sizes.png
(6 px per µm)
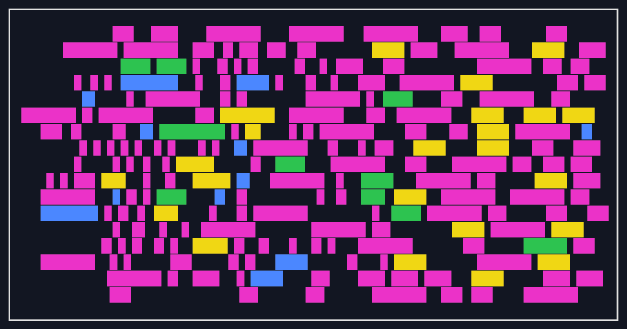
clocks.png
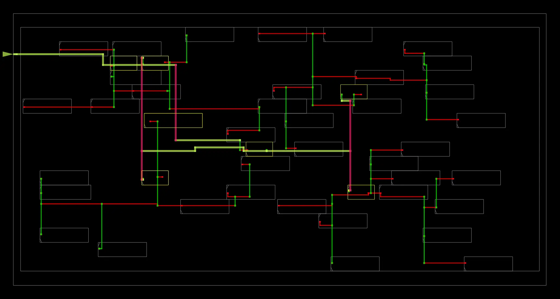
flops_by_reg.png
(4 px per µm) Other sequential cells in the stronger gray, the rest of the logic in the fainter gray.
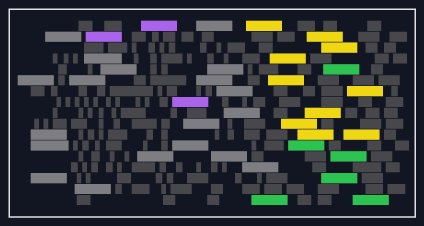
metal_density.png
(4 px per µm) The die is cut into 20 by 10 equal tiles; black is low, pale yellow is high, scaled to the fullest tile. Values are wire area over tile area, all layers added.
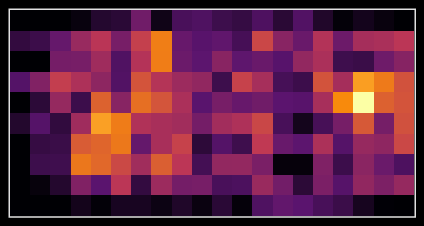
==> config.mk <==
export PLATFORM = sky130hd
export DESIGN_NAME = xmatch_block_scheduler
export DESIGN_NICKNAME = d
export VERILOG_FILES = /design/src/rtl/xmatch_block_scheduler.sv
export SDC_FILE = /design/constraint.sdc
export NUM_CORES = 1
export LEC_CHECK = 0
export ABC_AREA = 1
export CAP_MARGIN = 25
export CELL_PAD_IN_SITES_DETAIL_PLACEMENT = 1
export CELL_PAD_IN_SITES_GLOBAL_PLACEMENT = 1
export CORE_ASPECT_RATIO = 0.5
export CORE_MARGIN = 1
export CORE_UTILIZATION = 34
export DETAILED_ROUTE_END_ITERATION = 16
export GPL_TIMING_DRIVEN = 0
export PLACE_DENSITY_LB_ADDON = 0.1
export SLEW_MARGIN = 20
export SYNTH_ARGS = -nofsm -noshare
export SYNTH_HDL_FRONTEND = slang
export SYNTH_SLANG_ARGS = --single-unit
==> constraint.sdc <==
create_clock -name clk -period 1.4 [get_ports clk]
set_input_delay 0.14 -clock clk [delete_from_list [all_inputs] [get_ports clk]]
set_output_delay 0.14 -clock clk [all_outputs]
set_load 0.02 [all_outputs]
==> src/rtl/xmatch_block_scheduler.sv <==
// Frame sequencer for the window-matching datapath.
// For each block position (bx,by) it requests windows from the fetcher, waits
// MATCH_LAT cycles for the combinational matcher to settle, captures
// MinV/MinVIdx and presents one result beat under valid/ready backpressure.
// Ports:
//   clk, rst_n                      clock, asynchronous active-low reset
//   start, abort                    frame start pulse, synchronous abort
//   busy, frame_done                status, end-of-frame pulse
//   fetch_req/_bx/_by, fetch_ack    window request handshake
//   win_release                     matcher inputs may change after this pulse
//   match_v, match_idx              matcher result inputs
//   res_valid/_ready/_v/_idx/_bx/_by/_last   result beat stream
module xmatch_block_scheduler #(
  parameter int unsigned BLK_X     = 8,
  parameter int unsigned BLK_Y     = 8,
  parameter int unsigned MATCH_LAT = 2,
  parameter int unsigned VDEPTH    = 6,
  parameter int unsigned IDEPTH    = 10,
  parameter int unsigned CW        = (BLK_X > 1) ? $clog2(BLK_X) : 1,
  parameter int unsigned RW        = (BLK_Y > 1) ? $clog2(BLK_Y) : 1
) (
  input  logic              clk,
  input  logic              rst_n,
  input  logic              start,
  input  logic              abort,
  output logic              busy,
  output logic              frame_done,
  output logic              fetch_req,
  output logic [CW-1:0]     fetch_bx,
  output logic [RW-1:0]     fetch_by,
  input  logic              fetch_ack,
  output logic              win_release,
  input  logic [VDEPTH-1:0] match_v,
  input  logic [IDEPTH-1:0] match_idx,
  output logic              res_valid,
  input  logic              res_ready,
  output logic [VDEPTH-1:0] res_v,
  output logic [IDEPTH-1:0] res_idx,
  output logic [CW-1:0]     res_bx,
  output logic [RW-1:0]     res_by,
  output logic              res_last
);

  localparam int unsigned LW = (MATCH_LAT > 1) ? $clog2(MATCH_LAT) : 1;
  localparam logic [CW-1:0] X_LAST   = CW'(BLK_X - 1);
  localparam logic [RW-1:0] Y_LAST   = RW'(BLK_Y - 1);
  localparam logic [LW-1:0] CNT_LAST = LW'(MATCH_LAT - 1);

  typedef enum logic [2:0] {
    S_IDLE,
    S_FETCH,
    S_SETTLE,
    S_CAPTURE,
    S_OUT,
    S_DONE
  } state_t;

  state_t            r_state, w_next_state;
  logic [CW-1:0]     r_bx, w_next_bx;
  logic [RW-1:0]     r_by, w_next_by;
  logic [LW-1:0]     r_cnt, w_next_cnt;
  logic              r_busy, r_fetch_req, r_res_valid, r_frame_done, r_win_release;
  logic [VDEPTH-1:0] r_res_v, w_next_res_v;
  logic [IDEPTH-1:0] r_res_idx, w_next_res_idx;
  logic [CW-1:0]     r_res_bx, w_next_res_bx;
  logic [RW-1:0]     r_res_by, w_next_res_by;
  logic              r_res_last, w_next_res_last;
  logic              w_win_release;
  logic              w_at_last;
  logic              w_windows_held;

  assign w_at_last      = (r_bx == X_LAST) && (r_by == Y_LAST);
  assign w_windows_held = (r_state == S_SETTLE) || (r_state == S_CAPTURE) || (r_state == S_OUT);

  // Next-state, counter and result-capture logic
  always_comb begin
    w_next_state    = r_state;
    w_next_bx       = r_bx;
    w_next_by       = r_by;
    w_next_cnt      = r_cnt;
    w_next_res_v    = r_res_v;
    w_next_res_idx  = r_res_idx;
    w_next_res_bx   = r_res_bx;
    w_next_res_by   = r_res_by;
    w_next_res_last = r_res_last;
    w_win_release   = 1'b0;
    if (abort) begin
      // Abort wins over everything; release the fetcher if it is still holding windows
      w_next_state  = S_IDLE;
      w_next_bx     = '0;
      w_next_by     = '0;
      w_next_cnt    = '0;
      w_win_release = w_windows_held;
    end else begin
      case (r_state)
        S_IDLE: begin
          if (start) w_next_state = S_FETCH;
        end
        S_FETCH: begin
          if (fetch_ack) begin
            w_next_state = S_SETTLE;
            w_next_cnt   = '0;
          end
        end
        S_SETTLE: begin
          if (r_cnt == CNT_LAST) begin
            w_next_state  = S_CAPTURE;
            w_win_release = 1'b1;
          end else begin
            w_next_cnt = r_cnt + LW'(1);
          end
        end
        S_CAPTURE: begin
          w_next_state    = S_OUT;
          w_next_res_v    = match_v;
          w_next_res_idx  = match_idx;
          w_next_res_bx   = r_bx;
          w_next_res_by   = r_by;
          w_next_res_last = w_at_last;
        end
        S_OUT: begin
          if (r_res_valid && res_ready) begin
            if (w_at_last) begin
              w_next_state = S_DONE;
              w_next_bx    = '0;
              w_next_by    = '0;
            end else begin
              w_next_state = S_FETCH;
              if (r_bx == X_LAST) begin
                w_next_bx = '0;
                w_next_by = r_by + RW'(1);
              end else begin
                w_next_bx = r_bx + CW'(1);
              end
            end
          end
        end
        S_DONE: begin
          w_next_state = S_IDLE;
        end
        default: begin
          w_next_state = S_IDLE;
        end
      endcase
    end
  end

  // State, counters and registered outputs
  always_ff @(posedge clk or negedge rst_n) begin
    if (!rst_n) begin
      r_state       <= S_IDLE;
      r_bx          <= '0;
      r_by          <= '0;
      r_cnt         <= '0;
      r_busy        <= 1'b0;
      r_fetch_req   <= 1'b0;
      r_res_valid   <= 1'b0;
      r_frame_done  <= 1'b0;
      r_win_release <= 1'b0;
      r_res_v       <= '0;
      r_res_idx     <= '0;
      r_res_bx      <= '0;
      r_res_by      <= '0;
      r_res_last    <= 1'b0;
    end else begin
      r_state       <= w_next_state;
      r_bx          <= w_next_bx;
      r_by          <= w_next_by;
      r_cnt         <= w_next_cnt;
      r_busy        <= (w_next_state != S_IDLE);
      r_fetch_req   <= (w_next_state == S_FETCH);
      r_res_valid   <= (w_next_state == S_OUT);
      r_frame_done  <= (w_next_state == S_DONE);
      r_win_release <= w_win_release;
      r_res_v       <= w_next_res_v;
      r_res_idx     <= w_next_res_idx;
      r_res_bx      <= w_next_res_bx;
      r_res_by      <= w_next_res_by;
      r_res_last    <= w_next_res_last;
    end
  end

  assign busy        = r_busy;
  assign frame_done  = r_frame_done;
  assign fetch_req   = r_fetch_req;
  assign fetch_bx    = r_bx;
  assign fetch_by    = r_by;
  assign win_release = r_win_release;
  assign res_valid   = r_res_valid;
  assign res_v       = r_res_v;
  assign res_idx     = r_res_idx;
  assign res_bx      = r_res_bx;
  assign res_by      = r_res_by;
  assign res_last    = r_res_last;

endmodule

==> flow_summary.toml <==
# implementation run metrics
[finish]
buffer_area_share_pct = 24.9
finalNonFillerCells = 282
drive_above_1_share_pct = 20.8
finalNetCount = 242
diodes = 0
top_area_cell_class = "sequential cells"
largest_register_ffs = 10
area_growth_pct = 51.5
nMultiInputCombCells = 88
inv_count = 21
clock_area_share_pct = 4.45
mostFrequentLayoutCells = "36 x dfrtp_1, 22 x clkdlybuf4s50_1, 20 x inv_1, 20 x nand2_1, 18 x dlygate4sd2_1"
fillCellCount = 524
seq_cells = 38
combGateArea_um2 = 672
comb_area_share_pct = 26.6
final_common_cell = "dfrtp_1"

[critical_path]
timing.rr.start = "r_state[2]$_DFF_PN0_"
critPathBufInv = 1
path_cells = "clkdlybuf4s50_1"
worstSetupStartpointType = "flop"
reg2regPathDepth = 4
critPathLaunch = "busy$_DFF_PN0_"
crit_slowest_cell = "clkdlybuf4s50_1"
required_ps = 1260
cp_num_cells = 1
timing.rr.end = "res_v[5]$_DFFE_PN0P_"
endpoint_kind = "output port"
crit_type = "reg2out"
critPathArrivalTime_ps = 1210
path_max_fanout = 1
setup.reg_to_reg.worst_slack_ps = 50
crit_path_end = "busy"
cp_top_family = "buffers and inverters"

[final_timing]
setup_viol = 0
fin_ws_ps = 45.5
maxSlewHeadroom_pct = 77.6
worst-slew-pin-transition_ps = 336
clock.fmax_ghz = 0.738
finalCritPeriodShare_pct = 96.7
setup-tns-final_ps = 0
hold_viol = 0
timing.hold.ws_ps = 298
post-route-min-period_ps = 1350

[placed_design]
hpwl_mm = 2.85
gp_congestion = 0.754
dp_slack_ps = -178
io_buffers = 55

[yosys]
synthCells = 151
top_cell = "dfrtp_1"
ys_sh_simple_pct = 13.5
syn-num-nets = 177
top_cell_area_share_pct = 56.9
common_cells = "38 x dfrtp_1, 23 x nand2_1, 20 x inv_1"
topCellsByArea = "dfrtp_1 57%, mux2_4 14%, nand2_1 5.2%, inv_1 4.5%, o21ai_0 4.5%"
ys_top_logic_family = "multiplexers"
adder_share_pct = 3.00
synthArstFlopShare_pct = 100
yosys_area_mm2 = 0.00167
ys_cells = 151
synth_top_flop_cell = "dfrtp_1"
synth_flops = 38
syn_area_mm2 = 0.00167
synth_cell_types = 18
ys_seq_share_pct = 56.9
yosysWarningCount = 0
aoi_share_pct = 5.62
xor_share_pct = 0
yosysTopAreaCell = "dfrtp_1"
edf_count = 0

[clocking]
cts_tree = "done"
clk_path_buf_depth = 2
cts.sinks = 38
h-tree-depth = 2
clockRootBuffer = "clkbuf_8"
holdBufCountCts = 1
postCtsSetupBuffers = 1
clk_pin_slew_ps = 70

[floorplan]
placement_rows = 17
core_util_floorplan_pct = 36.7
pin_count = 56
die-height_um = 51.6

[route]
drc_errors = 0
highest_layer = "met4"
vias = 1273
wl_mm = 3.93
viasPerCell = 4.51
wl_met3_um = 208
wl_per_cell_um = 13.9
wl_met2_mm = 1.80
first_pass_iters = 3
dr.first_iter.drc_count = 16
postRouteAntennaNets = 0
m1WireLength_mm = 1.87

[grt]
use_met3_pct = 5.38
grt_util_met1_pct = 21.3
grt_pass1_wl_mm = 6.33
use_met2_pct = 26.8
grt.busiest_layer = "met2"
antenna_found_initial = 0

[pwr]
internal_power_w = 0.00222
p_sw_share_pct = 27.8
totalPowerFinal_w = 0.00308
p_comb_share_pct = 26.1
p_sw_w = 0.000857
comb-power_w = 0.000803
seqPwrFrac_pct = 43.2
p_leak_nw = 1.51

[run_status]
outcome = "finished, final reports clean"

[run]
warnings = 27

[min_path]
worstHoldPathType = "in2async"
## Picture notes: sizes.png
color	size	cells	share
yellow	_3 and _4 cells	23	11%
blue	_2 cells	12	5.6%
green	_6 and larger	10	4.6%
magenta	_0 and _1 cells	171	79%

## Picture notes: clocks.png
clk ins delay skew pair: 290 ps
Worst Skew: 3.46 ps
clock network power: 0.000947 W
TritonCTS Buffers: 5
# clk buffers: 6

## Picture notes: flops_by_reg.png
color	netlist name	sequential cells
green	res_v	6
purple	fetch_bx	3
yellow	res_idx	10
not colored	19
fin util: 55.6%
seq pwr: 0.00133 W
register area: 953 µm²
Seq area share: 37.7%

## Picture notes: metal_density.png
fullest tile	0.39
densest ninth of the die	right middle
mean over tiles	0.12

No activity file was given, so power comes from the tool's default toggle rates.
